### Sequential cells grouped by signal name, run 1

Bar = 20 µm. Other sequential cells in the stronger gray, the rest of the logic in the fainter gray.
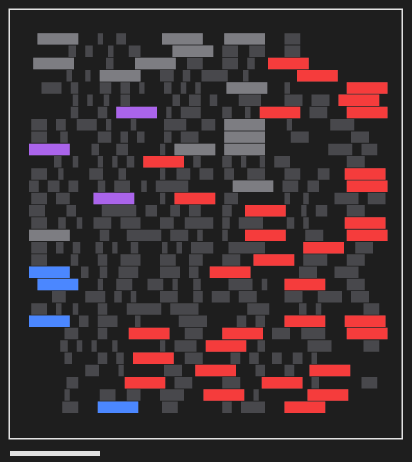
### Metal layers overlaid, run 1

Bar = 20 µm. Only two layers are drawn.
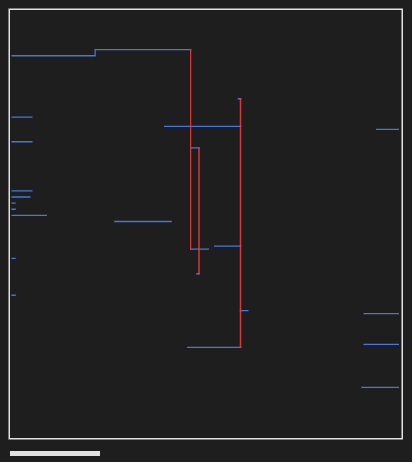
### Cell classes on the final placement, run 1

Bar = 20 µm.
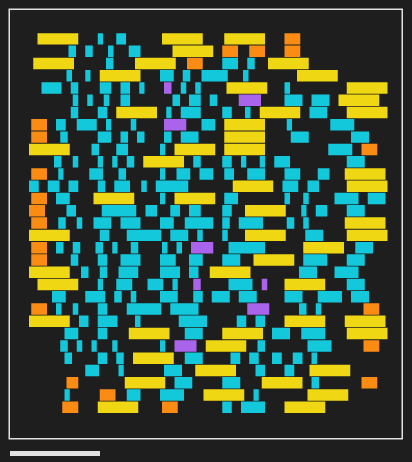
File: src/rtl/tm_pkg.sv
// -----------------------------------------------------------------------------
// tm_pkg
// Shared types for the Turing machine input side.
//   DEFAULT_SYM_W  : default symbol width used by the tape feeder and its buffer
//   feeder_state_t : sequencer states of the tape feeder
//   symbol_t       : one tape symbol at the default width
// -----------------------------------------------------------------------------
package tm_pkg;

   localparam int DEFAULT_SYM_W = 4;

   typedef enum logic [2:0] {
      IDLE,
      SEND,
      GAP,
      FINISH,
      WAIT
   } feeder_state_t;

   typedef logic [DEFAULT_SYM_W-1:0] symbol_t;

endpackage

File: src/rtl/tape_buffer.sv
// -----------------------------------------------------------------------------
// tape_buffer
// DEPTH x SYM_W register file holding the tape before it is sent.
// Ports:
//   clock, reset : system clock, asynchronous active-high clear
//   wrEn_i       : write strobe
//   wrIdx_i      : write slot
//   wrData_i     : symbol to store
//   rdIdx_i      : read slot
//   rdData_o     : combinational read of slot rdIdx_i
// -----------------------------------------------------------------------------
module tape_buffer #(
   parameter int DEPTH = 8,
   parameter int SYM_W = 4,
   parameter int IW    = (DEPTH > 1) ? $clog2(DEPTH) : 1
) (
   input  logic             clock,
   input  logic             reset,
   input  logic             wrEn_i,
   input  logic [IW-1:0]    wrIdx_i,
   input  logic [SYM_W-1:0] wrData_i,
   input  logic [IW-1:0]    rdIdx_i,
   output logic [SYM_W-1:0] rdData_o
);

   logic [SYM_W-1:0] mem_q [DEPTH];

   // Storage: the owner only raises wrEn_i for a slot below DEPTH, so no
   // range guard is needed here. Reset wipes every slot.
   always_ff @(posedge clock or posedge reset) begin
      if (reset) begin
         for (int i = 0; i < DEPTH; i++) begin
            mem_q[i] <= '0;
         end
      end else if (wrEn_i) begin
         mem_q[wrIdx_i] <= wrData_i;
      end
   end

   assign rdData_o = mem_q[rdIdx_i];

endmodule

File: src/rtl/tape_feeder.sv
// -----------------------------------------------------------------------------
// tape_feeder
// Buffers up to DEPTH symbols from the board front end, then plays them to the
// Turing machine as input_data + one-cycle Next strobes spaced GAP+1 cycles
// apart, followed by a one-cycle Done strobe. Holds off new loads until the
// machine reports compute_done.
// Ports:
//   clock, reset             : system clock, asynchronous active-high clear
//   load_valid, load_sym     : symbol offered for the buffer
//   load_ready               : buffer takes a symbol this cycle
//   start                    : begin sending the buffered tape
//   abort                    : synchronous cancel, empties the buffer
//   compute_done             : machine finished with the tape
//   input_data, Next, Done   : symbol protocol towards the machine
//   busy                     : a transmission is in progress
//   count                    : symbols currently buffered
// -----------------------------------------------------------------------------
module tape_feeder #(
   parameter  int DEPTH = 8,
   parameter  int SYM_W = tm_pkg::DEFAULT_SYM_W,
   parameter  int GAP   = 4,
   localparam int CW    = $clog2(DEPTH + 1),
   localparam int IW    = (DEPTH > 1) ? $clog2(DEPTH) : 1,
   localparam int GW    = $clog2(GAP + 1)
) (
   input  logic             clock,
   input  logic             reset,
   input  logic             load_valid,
   input  logic [SYM_W-1:0] load_sym,
   output logic             load_ready,
   input  logic             start,
   input  logic             abort,
   input  logic             compute_done,
   output logic [SYM_W-1:0] input_data,
   output logic             Next,
   output logic             Done,
   output logic             busy,
   output logic [CW-1:0]    count
);

   tm_pkg::feeder_state_t state_q;
   logic [CW-1:0]    count_q;
   logic [CW-1:0]    rdPtr_q;
   logic [GW-1:0]    gapCnt_q;
   logic [SYM_W-1:0] data_q;
   logic             next_q;
   logic             done_q;
   logic             busy_q;

   logic             loadAccept_d;
   logic [CW-1:0]    loadCount_d;
   logic [CW-1:0]    nextPtr_d;
   logic [IW-1:0]    wrIdx_d;
   logic [IW-1:0]    rdIdx_d;
   logic [SYM_W-1:0] rdData;
   logic [SYM_W-1:0] sendData_d;

   // Load handshake and buffer addressing. The read port looks ahead to the
   // slot about to be sent, so input_data can be registered on entry to SEND.
   // When start meets a load into an empty buffer, slot 0 is being written in
   // that very cycle, so the incoming symbol is forwarded instead.
   assign load_ready   = (state_q == tm_pkg::IDLE) && (count_q < CW'(DEPTH));
   assign loadAccept_d = load_valid && load_ready && !abort;
   assign loadCount_d  = count_q + CW'(loadAccept_d);
   assign nextPtr_d    = rdPtr_q + CW'(1);
   assign wrIdx_d      = count_q[IW-1:0];
   assign rdIdx_d      = (state_q == tm_pkg::IDLE) ? '0 : nextPtr_d[IW-1:0];
   assign sendData_d   = ((state_q == tm_pkg::IDLE) && (count_q == '0)) ? load_sym : rdData;

   tape_buffer #(
      .DEPTH (DEPTH),
      .SYM_W (SYM_W),
      .IW    (IW)
   ) u_buffer (
      .clock    (clock),
      .reset    (reset),
      .wrEn_i   (loadAccept_d),
      .wrIdx_i  (wrIdx_d),
      .wrData_i (load_sym),
      .rdIdx_i  (rdIdx_d),
      .rdData_o (rdData)
   );

   // Sequencer. Next/Done are raised on the transition into SEND/FINISH and
   // dropped on the following cycle, which keeps them one cycle wide and
   // registered. abort beats start and load, and leaves input_data untouched.
   always_ff @(posedge clock or posedge reset) begin
      if (reset) begin
         state_q  <= tm_pkg::IDLE;
         count_q  <= '0;
         rdPtr_q  <= '0;
         gapCnt_q <= '0;
         data_q   <= '0;
         next_q   <= 1'b0;
         done_q   <= 1'b0;
         busy_q   <= 1'b0;
      end else if (abort) begin
         state_q <= tm_pkg::IDLE;
         count_q <= '0;
         next_q  <= 1'b0;
         done_q  <= 1'b0;
         busy_q  <= 1'b0;
      end else begin
         next_q <= 1'b0;
         done_q <= 1'b0;
         case (state_q)
            tm_pkg::IDLE: begin
               count_q <= loadCount_d;
               if (start) begin
                  busy_q  <= 1'b1;
                  rdPtr_q <= '0;
                  if (loadCount_d != '0) begin
                     state_q <= tm_pkg::SEND;
                     next_q  <= 1'b1;
                     data_q  <= sendData_d;
                  end else begin
                     state_q <= tm_pkg::FINISH;
                     done_q  <= 1'b1;
                  end
               end
            end
            tm_pkg::SEND: begin
               gapCnt_q <= GW'(GAP - 1);
               state_q  <= tm_pkg::GAP;
            end
            tm_pkg::GAP: begin
               if (gapCnt_q != '0) begin
                  gapCnt_q <= gapCnt_q - GW'(1);
               end else begin
                  rdPtr_q <= nextPtr_d;
                  if (nextPtr_d < count_q) begin
                     state_q <= tm_pkg::SEND;
                     next_q  <= 1'b1;
                     data_q  <= rdData;
                  end else begin
                     state_q <= tm_pkg::FINISH;
                     done_q  <= 1'b1;
                  end
               end
            end
            tm_pkg::FINISH: begin
               state_q <= tm_pkg::WAIT;
            end
            tm_pkg::WAIT: begin
               if (compute_done) begin
                  state_q <= tm_pkg::IDLE;
                  busy_q  <= 1'b0;
                  count_q <= '0;
               end
            end
            default: begin
               state_q <= tm_pkg::IDLE;
            end
         endcase
      end
   end

   assign input_data = data_q;
   assign Next       = next_q;
   assign Done       = done_q;
   assign busy       = busy_q;
   assign count      = count_q;

endmodule

File: config.mk
export PLATFORM = sky130hd
export DESIGN_NAME = tape_feeder
export DESIGN_NICKNAME = d
export VERILOG_FILES = /design/src/rtl/tm_pkg.sv /design/src/rtl/tape_buffer.sv /design/src/rtl/tape_feeder.sv
export SDC_FILE = /design/constraint.sdc
export NUM_CORES = 1
export LEC_CHECK = 0
export ABC_AREA = 0
export CAP_MARGIN = 5
export CELL_PAD_IN_SITES_DETAIL_PLACEMENT = 2
export CELL_PAD_IN_SITES_GLOBAL_PLACEMENT = 2
export CORE_ASPECT_RATIO = 1.1
export CORE_MARGIN = 3
export CORE_UTILIZATION = 42
export DETAILED_ROUTE_END_ITERATION = 7
export PLACE_DENSITY = 0.89
export SYNTH_ARGS = -nofsm -noshare
export SYNTH_HDL_FRONTEND = slang
export SYNTH_SLANG_ARGS = --single-unit
File: constraint.sdc
create_clock -name clock -period 5.7 [get_ports clock]
set_clock_uncertainty 0.1 [all_clocks]
set_input_delay 0.855 -clock clock [delete_from_list [all_inputs] [get_ports clock]]
set_output_delay 0.855 -clock clock [all_outputs]
set_load 0.03 [all_outputs]
==> flow_summary.json, run 1 <==
{
  "status": "finished clean",
  "final.min_clock_period_ps": 3720,
  "timing.reg2reg.setup_slack_ps": 2110,
  "synth.top_cells.by_count": "dfrtp_1, nor2_1, mux2_1",
  "drt_pass1_iterations": 4,
  "finalWorstSetupSlack_ps": 1980,
  "finalMaxSlewViolations": 0,
  "synthMostInstantiatedCell": "dfrtp_1",
  "numPortBuffers": 21,
  "layout-drive-gt1-share": 0.175,
  "globalRouteOverflowTotal": 0,
  "yosysWarnings": 0,
  "power.combinational.fraction": 0.374,
  "arrival_ps": 3830,
  "area_leaders": "dfrtp_1, mux2_1, mux2_4, ha_1, nor2_1",
  "finalWeightedCongestion": 0.774,
  "worst_rel_slew_slack": 0.363,
  "cp-end-kind": "register",
  "synth.yosys.chip_area_mm2": 0.00301,
  "grt_max_degree": 54,
  "cts_post_setup_buffers_inserted": 0,
  "r2r-start": "rdPtr_q[0]",
  "yosysTopAreaCell": "dfrtp_1",
  "nFillCells": 696,
  "htree_num_levels": 2,
  "min-delay-path-class": "reg -> reg",
  "dp_hpwl_mm": 6.03,
  "cts_num_sinks": 53,
  "postSynthNetCount": 289,
  "cell_area_after_synthesis_mm2": 0.00301,
  "clock_insertion_delay_at_the_later_pin_of_the_skew_report_ps": 310,
  "core_region_area_mm2": 0.00679,
  "synth.lib_cells_used.distinct": 54,
  "largest_buffer_count_on_any_clock_path": 2,
  "total_switching_power_mw": 0.444,
  "worstPathRequired_ps": 5800,
  "synth_async_sr_flop_share": 1.00,
  "warnings": 27,
  "hold_path_startpoint": "gapCnt_q[0]",
  "synth-edff-count": 0,
  "netlist_instances": 271,
  "top_level_ports": 22,
  "number_of_nets_in_the_finished_design": 309,
  "report.final.setup_viol": 0,
  "power.sequential.fraction": 0.442,
  "cts.root.buffer_cell": "clkbuf_8",
  "area_growth_pct": 11.8,
  "ys_ff": 53,
  "r2r_path_end": "input_data[0]",
  "power_density_mw_per_mm2": 339,
  "crit_fanout": 8,
  "antennaDiodeCount": 0,
  "cts_made_buffers": 5,
  "design.die.area_mm2": 0.00822,
  "cp-start-kind": "primary input",
  "vias_in_the_first_global_route": 2517,
  "vdd.ir_drop.worst_mv": 0.133,
  "antenna_found_initial": 0,
  "synth_top_flop_cell": "dfrtp_1",
  "power.internal_mw": 0.696,
  "detailedRoute.firstIterationViolations": 45,
  "grt_first_pass_wirelength_mm": 14.0,
  "yosys.area.top_type_share": 0.441,
  "detail_route.drc_violations": 0,
  "postRouteAntennaNets": 0,
  "worst_pin_slew_ps": 956,
  "worst-r2r-cell-count": 9,
  "post_cts_resized": 0,
  "final_hold_viol_count": 0,
  "max_freq_ghz": 0.269,
  "chipHeight_um": 94.8,
  "holdBufCountCts": 0,
  "holdPathEnd": "gapCnt_q[0]",
  "share_clk_of_total_power": 0.183
}
-- 'Sequential cells grouped by signal name' (at the start) --
| color | signal | placed flops |
|---|---|---|
| purple | state_q | 3 |
| blue | count | 4 |
| red | u_buffer.mem_q | 32 |
fin util: 0.496
area taken by flip-flops and latches: 0.00133 mm²

-- 'Metal layers overlaid' (at the start) --
| color | layer | wire length |
|---|---|---|
| blue | met3 | 151 µm |
| red | met4 | 127 µm |
drt wl/cell: 22.0 µm
total number of vias: 2184
DRT Wirelength: 8.25 mm
gr usage total: 0.225

-- 'Cell classes on the final placement' (at the start) --
| color | class | cells | share of their area |
|---|---|---|---|
| purple | clock drivers and dummy loads | 8 | 2.5% |
| yellow | flip-flops | 53 | 41% |
| orange | other buffers and delay cells | 22 | 6.7% |
| cyan | all other logic | 209 | 50% |

run 1: final cells by class:
| class | instances | area [µm²] | share of cell area |
|---|---|---|---|
| clock inverters | 2 | 10.0 | 0.00298 |
| multi-input cells | 194 | 1580 | 0.469 |
| clock buffers | 6 | 72.6 | 0.0216 |
| flip-flops and latches | 53 | 1330 | 0.394 |
| inverters | 15 | 56.3 | 0.0167 |
| repair buffers | 22 | 218 | 0.0647 |
| well taps | 82 | 103 | 0.0305 |
run 1: power by group through the flow:
stage | combinational, mW | sequential, mW | clock [mW]
final | 0.427 | 0.505 | 0.209
after CTS | 0.432 | 0.506 | 0.218
after floorplan | 0.268 | 0.513 | 0
after global routing | 0.473 | 0.516 | 0.232
after detailed placement | 0.429 | 0.513 | 0
after global placement | 0.402 | 0.509 | 0
run 1: flip-flops by register name, indices dropped and copies added (netlist names):
register	count
Done	1
Next	1
busy	1
count	4
gapCnt_q	3
input_data	4
rdPtr_q	4
state_q	3
u_buffer.mem_q	32
run 1: per-stage QoR:
step / instances / util / cell area [µm²] / hold WS (ps) / power [mW]
2_1_floorplan: 271 / - / 3010 / 345 / 0.781
3_3_place_gp: 366 / 0.484 / 3280 / 364 / 0.911
3_5_place_dp: 366 / 0.484 / 3280 / 375 / 0.942
4_1_cts: 374 / 0.496 / 3360 / 392 / 1.16
5_1_grt: 374 / 0.496 / 3360 / 413 / 1.22
6_report: 374 / 0.496 / 3360 / 392 / 1.14
run 1: how the worst max path moves through the flow:
stage / start / end / depth (start not counted)
final: abort / input_data[0] / 11
after global routing: abort / input_data[0] / 11
after CTS: abort / input_data[0] / 11
after detailed placement: abort / input_data[0] / 11
after global placement: abort / input_data[0] / 11
after floorplan: count[3] / input_data[0] / 10
run 1: layer usage:
metal | GRT usage | vias to the layer above | share of wire | wire length, µm
li1 | - | 1026 | - | -
met1 | 0.285 | 1126 | 0.45 | 3670
met2 | 0.399 | 23 | 0.52 | 4300
met3 | 0.0305 | 9 | 0.018 | 150
met4 | 0.0597 | 0 | 0.015 | 127
met5 | 0 | - | 0 | 0
run 1: layout by cell type (no fill, tap or decap), types with 6 or more instances in the layout:
cell,instances
a21oi_1,8
a31oi_1,6
clkdlybuf4s50_1,21
dfrtp_1,53
ha_1,8
inv_1,9
inv_2,6
mux2_1,21
mux2_2,7
mux2_4,12
nand2_1,15
nor2_1,22
nor3_1,6
o21ai_0,6
o21ai_1,11
or3_1,6
run 1: critical path: stages:
cell and delay [ps]:
clkdlybuf4s50_1 540, nor2b_1 310, nand2_4 160, inv_1 100
ha_1 230, ha_1 280, or2_2 290, o311ai_1 290
a31oi_1 180, o21a_2 310, mux2_2 270
run 1: kinds of logic after synthesis:
| family | Yosys count | synth area share |
|---|---|---|
| flip-flops | 53 | 0.441 |
| multiplexers | 42 | 0.175 |
| AND-OR/OR-AND | 61 | 0.138 |
| XOR/XNOR | 2 | 0.00831 |
| AND/OR/NAND/NOR | 81 | 0.169 |
| adder cells (fa/ha/maj) | 8 | 0.0333 |
| buffers and inverters | 24 | 0.0349 |
==> run 1 -> run 2 <==
--- a/config.mk
+++ b/config.mk
@@ -11,9 +11,9 @@
 export CELL_PAD_IN_SITES_GLOBAL_PLACEMENT = 2
 export CORE_ASPECT_RATIO = 1.1
 export CORE_MARGIN = 3
-export CORE_UTILIZATION = 42
+export CORE_UTILIZATION = 35
 export DETAILED_ROUTE_END_ITERATION = 7
-export PLACE_DENSITY = 0.89
+export PLACE_DENSITY = 0.8
 export SYNTH_ARGS = -nofsm -noshare
 export SYNTH_HDL_FRONTEND = slang
 export SYNTH_SLANG_ARGS = --single-unit
==> constraint.sdc (replaced) <==
create_clock -name clock -period 3.4 [get_ports clock]
set_clock_uncertainty 0.1 [all_clocks]
set_input_delay 0.51 -clock clock [delete_from_list [all_inputs] [get_ports clock]]
set_output_delay 0.51 -clock clock [all_outputs]
set_load 0.03 [all_outputs]
==> run 2 against run 1 <==
  * Cell area increased by 4.5%
  * Clock-buffer cell count fell by 1
  * Core utilization fell by 6.3 points
  * Final cell count up 9.6%
  * Power rose by 78%
  * Clock power up 110%
  * Sequential share of layout area decreased by 1.7 points
  * Synthesized cell count is the same
  * Hold slack got worse by 6.3 ps
  * Combinational power up 82%
  * Largest cell class unchanged
  * Largest power group unchanged
  * Highest routed layer unchanged
==> flow_summary.json, run 2 <==
{
  "yosysTopAreaCell": "dfrtp_1",
  "synth.yosys.chip_area_mm2": 0.00301,
  "design_power_total_mw": 2.03,
  "detail_route.wl_per_cell_um": 20.4,
  "antennaDiodeCount": 0,
  "power_density_mw_per_mm2": 577,
  "timing.reg2reg.setup_slack_ps": 260,
  "nFillCells": 846,
  "final_cells": 410,
  "cell_total_after_placement": 402,
  "synth.top_cells.by_count": "dfrtp_1, nor2_1, mux2_1",
  "most_frequent_logic_cell_in_the_layout": "dfrtp_1",
  "cts_num_sinks": 53,
  "clock_insertion_delay_at_the_later_pin_of_the_skew_report_ps": 320,
  "report.final.setup_viol": 0,
  "arrival_ps": 3230,
  "dp_hpwl_mm": 6.14,
  "detail_route.drc_violations": 0,
  "grt_usage": 0.191,
  "worst_pin_slew_ps": 553,
  "drt_pass1_iterations": 4,
  "globalRouteOverflowTotal": 0,
  "worst_rel_slew_slack": 0.631,
  "design.die.area_mm2": 0.00975,
  "largest_register_ffs": 32,
  "placedInstanceArea_mm2": 0.00340,
  "cts.root.buffer_cell": "clkbuf_8",
  "netlist_instances": 271,
  "synth_async_sr_flop_share": 1.00,
  "post_cts_resized": 0,
  "worstPathRequired_ps": 3500,
  "layout-drive-gt1-share": 0.205,
  "synth.lib_cells_used.distinct": 54,
  "area_growth_pct": 16.8,
  "detailedRoute.firstIterationViolations": 76,
  "vias_in_the_first_global_route": 2594,
  "cts_made_buffers": 5,
  "final.min_clock_period_ps": 3140,
  "final_hold_viol_count": 0,
  "finalWeightedCongestion": 0.768,
  "cts_post_setup_buffers_inserted": 0,
  "postSynthNetCount": 289,
  "chipHeight_um": 103,
  "yosys.area.top_type_share": 0.441,
  "grt_first_pass_wirelength_mm": 14.3,
  "max_freq_ghz": 0.319,
  "yosysWarnings": 0,
  "crit_fanout": 7,
  "antenna_found_initial": 0,
  "cell_area_after_synthesis_mm2": 0.00301,
  "htree_num_levels": 2,
  "hold-worst-slack_ps": 386,
  "synthMostInstantiatedCell": "dfrtp_1",
  "total_number_of_vias": 2255,
  "finalWorstSetupSlack_ps": 262,
  "top_level_ports": 22,
  "status": "finished clean",
  "route.final.wire_length_mm": 8.38,
  "largest_buffer_count_on_any_clock_path": 2
}
-- run 2: cell counts after synthesis --
Identical to the previous run, type by type.
-- run 2: per-layer routing --
metal / part of all wire / GRT usage / vias up
li1: - / - / 1047
met1: 0.45 / 0.235 / 1184
met2: 0.54 / 0.358 / 20
met3: 0.013 / 0.0246 / 4
met4: 0.0063 / 0.0367 / 0
met5: 0 / 0 / -
-- run 2: cells by family after synthesis --
group	share of synthesized area
fa+ha+maj	0.0333
mux	0.175
simple gates	0.169
flops	0.441
xor+xnor	0.00831
buf+inv	0.0349
compound gates	0.138
-- run 2: area by class of cell --
| cell class | instances | area (µm²) | area share |
|---|---|---|---|
| inverters | 15 | 56.3 | 0.0160 |
| clock buffers | 5 | 68.8 | 0.0196 |
| clock inverters | 3 | 46.3 | 0.0132 |
| repair buffers | 32 | 305 | 0.0868 |
| well taps | 108 | 135 | 0.0384 |
| flip-flops and latches | 53 | 1330 | 0.377 |
| multi-input cells | 194 | 1580 | 0.449 |
-- run 2: path summary, 6_finish.rpt --
kind                              from                 end  cells after the start
min in group asynchronous        reset            count[2]                      3
hold reg to reg            gapCnt_q[0]         gapCnt_q[0]                      1
setup / recovery              count[3]       input_data[0]                     10
setup reg to reg              count[3]       input_data[0]                     10
max in group asynchronous        reset  u_buffer.mem_q[24]                      3
hold / removal             gapCnt_q[0]         gapCnt_q[0]                      1
-- run 2: power by group --
group	leakage, nW	switching [mW]	internal [mW]
clock	0.0543	0.228	0.221
sequential	0.707	0.0721	0.732
combinational	0.857	0.459	0.317
-- run 2: worst max-delay path: stages (launching register included) --
cell	delay, ps
dfrtp_1	500
nor4_4	510
nand2_4	70
inv_1	80
ha_1	170
ha_1	260
or2_2	290
o311ai_1	290
a31oi_1	170
o21a_2	310
mux2_2	280
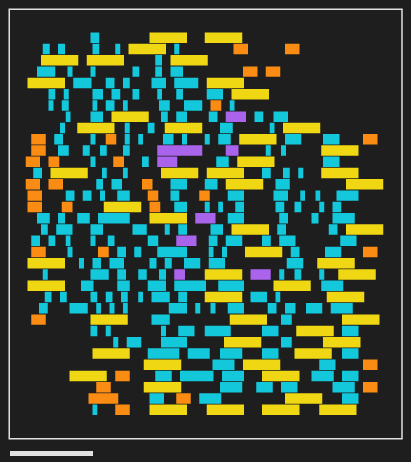
*Cell classes on the final placement, run 2*
Bar = 20 µm.
| color | class | cells | share of their area |
|---|---|---|---|
| cyan | all other logic | 209 | 48% |
| purple | clock drivers and dummy loads | 8 | 3.4% |
| orange | other buffers and delay cells | 32 | 9.0% |
| yellow | flip-flops | 53 | 39% |
sequential fraction of total cell area: 0.377
Std-Cell Core Area: 0.00813 mm²
Final Instance Area: 0.00352 mm²

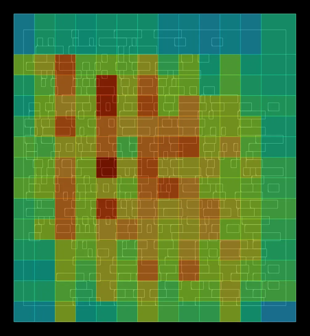
*Routing congestion map, run 2*
met2 Resource Use GR: 0.358
fin util: 0.433

Power and IR drop assume default switching activity.
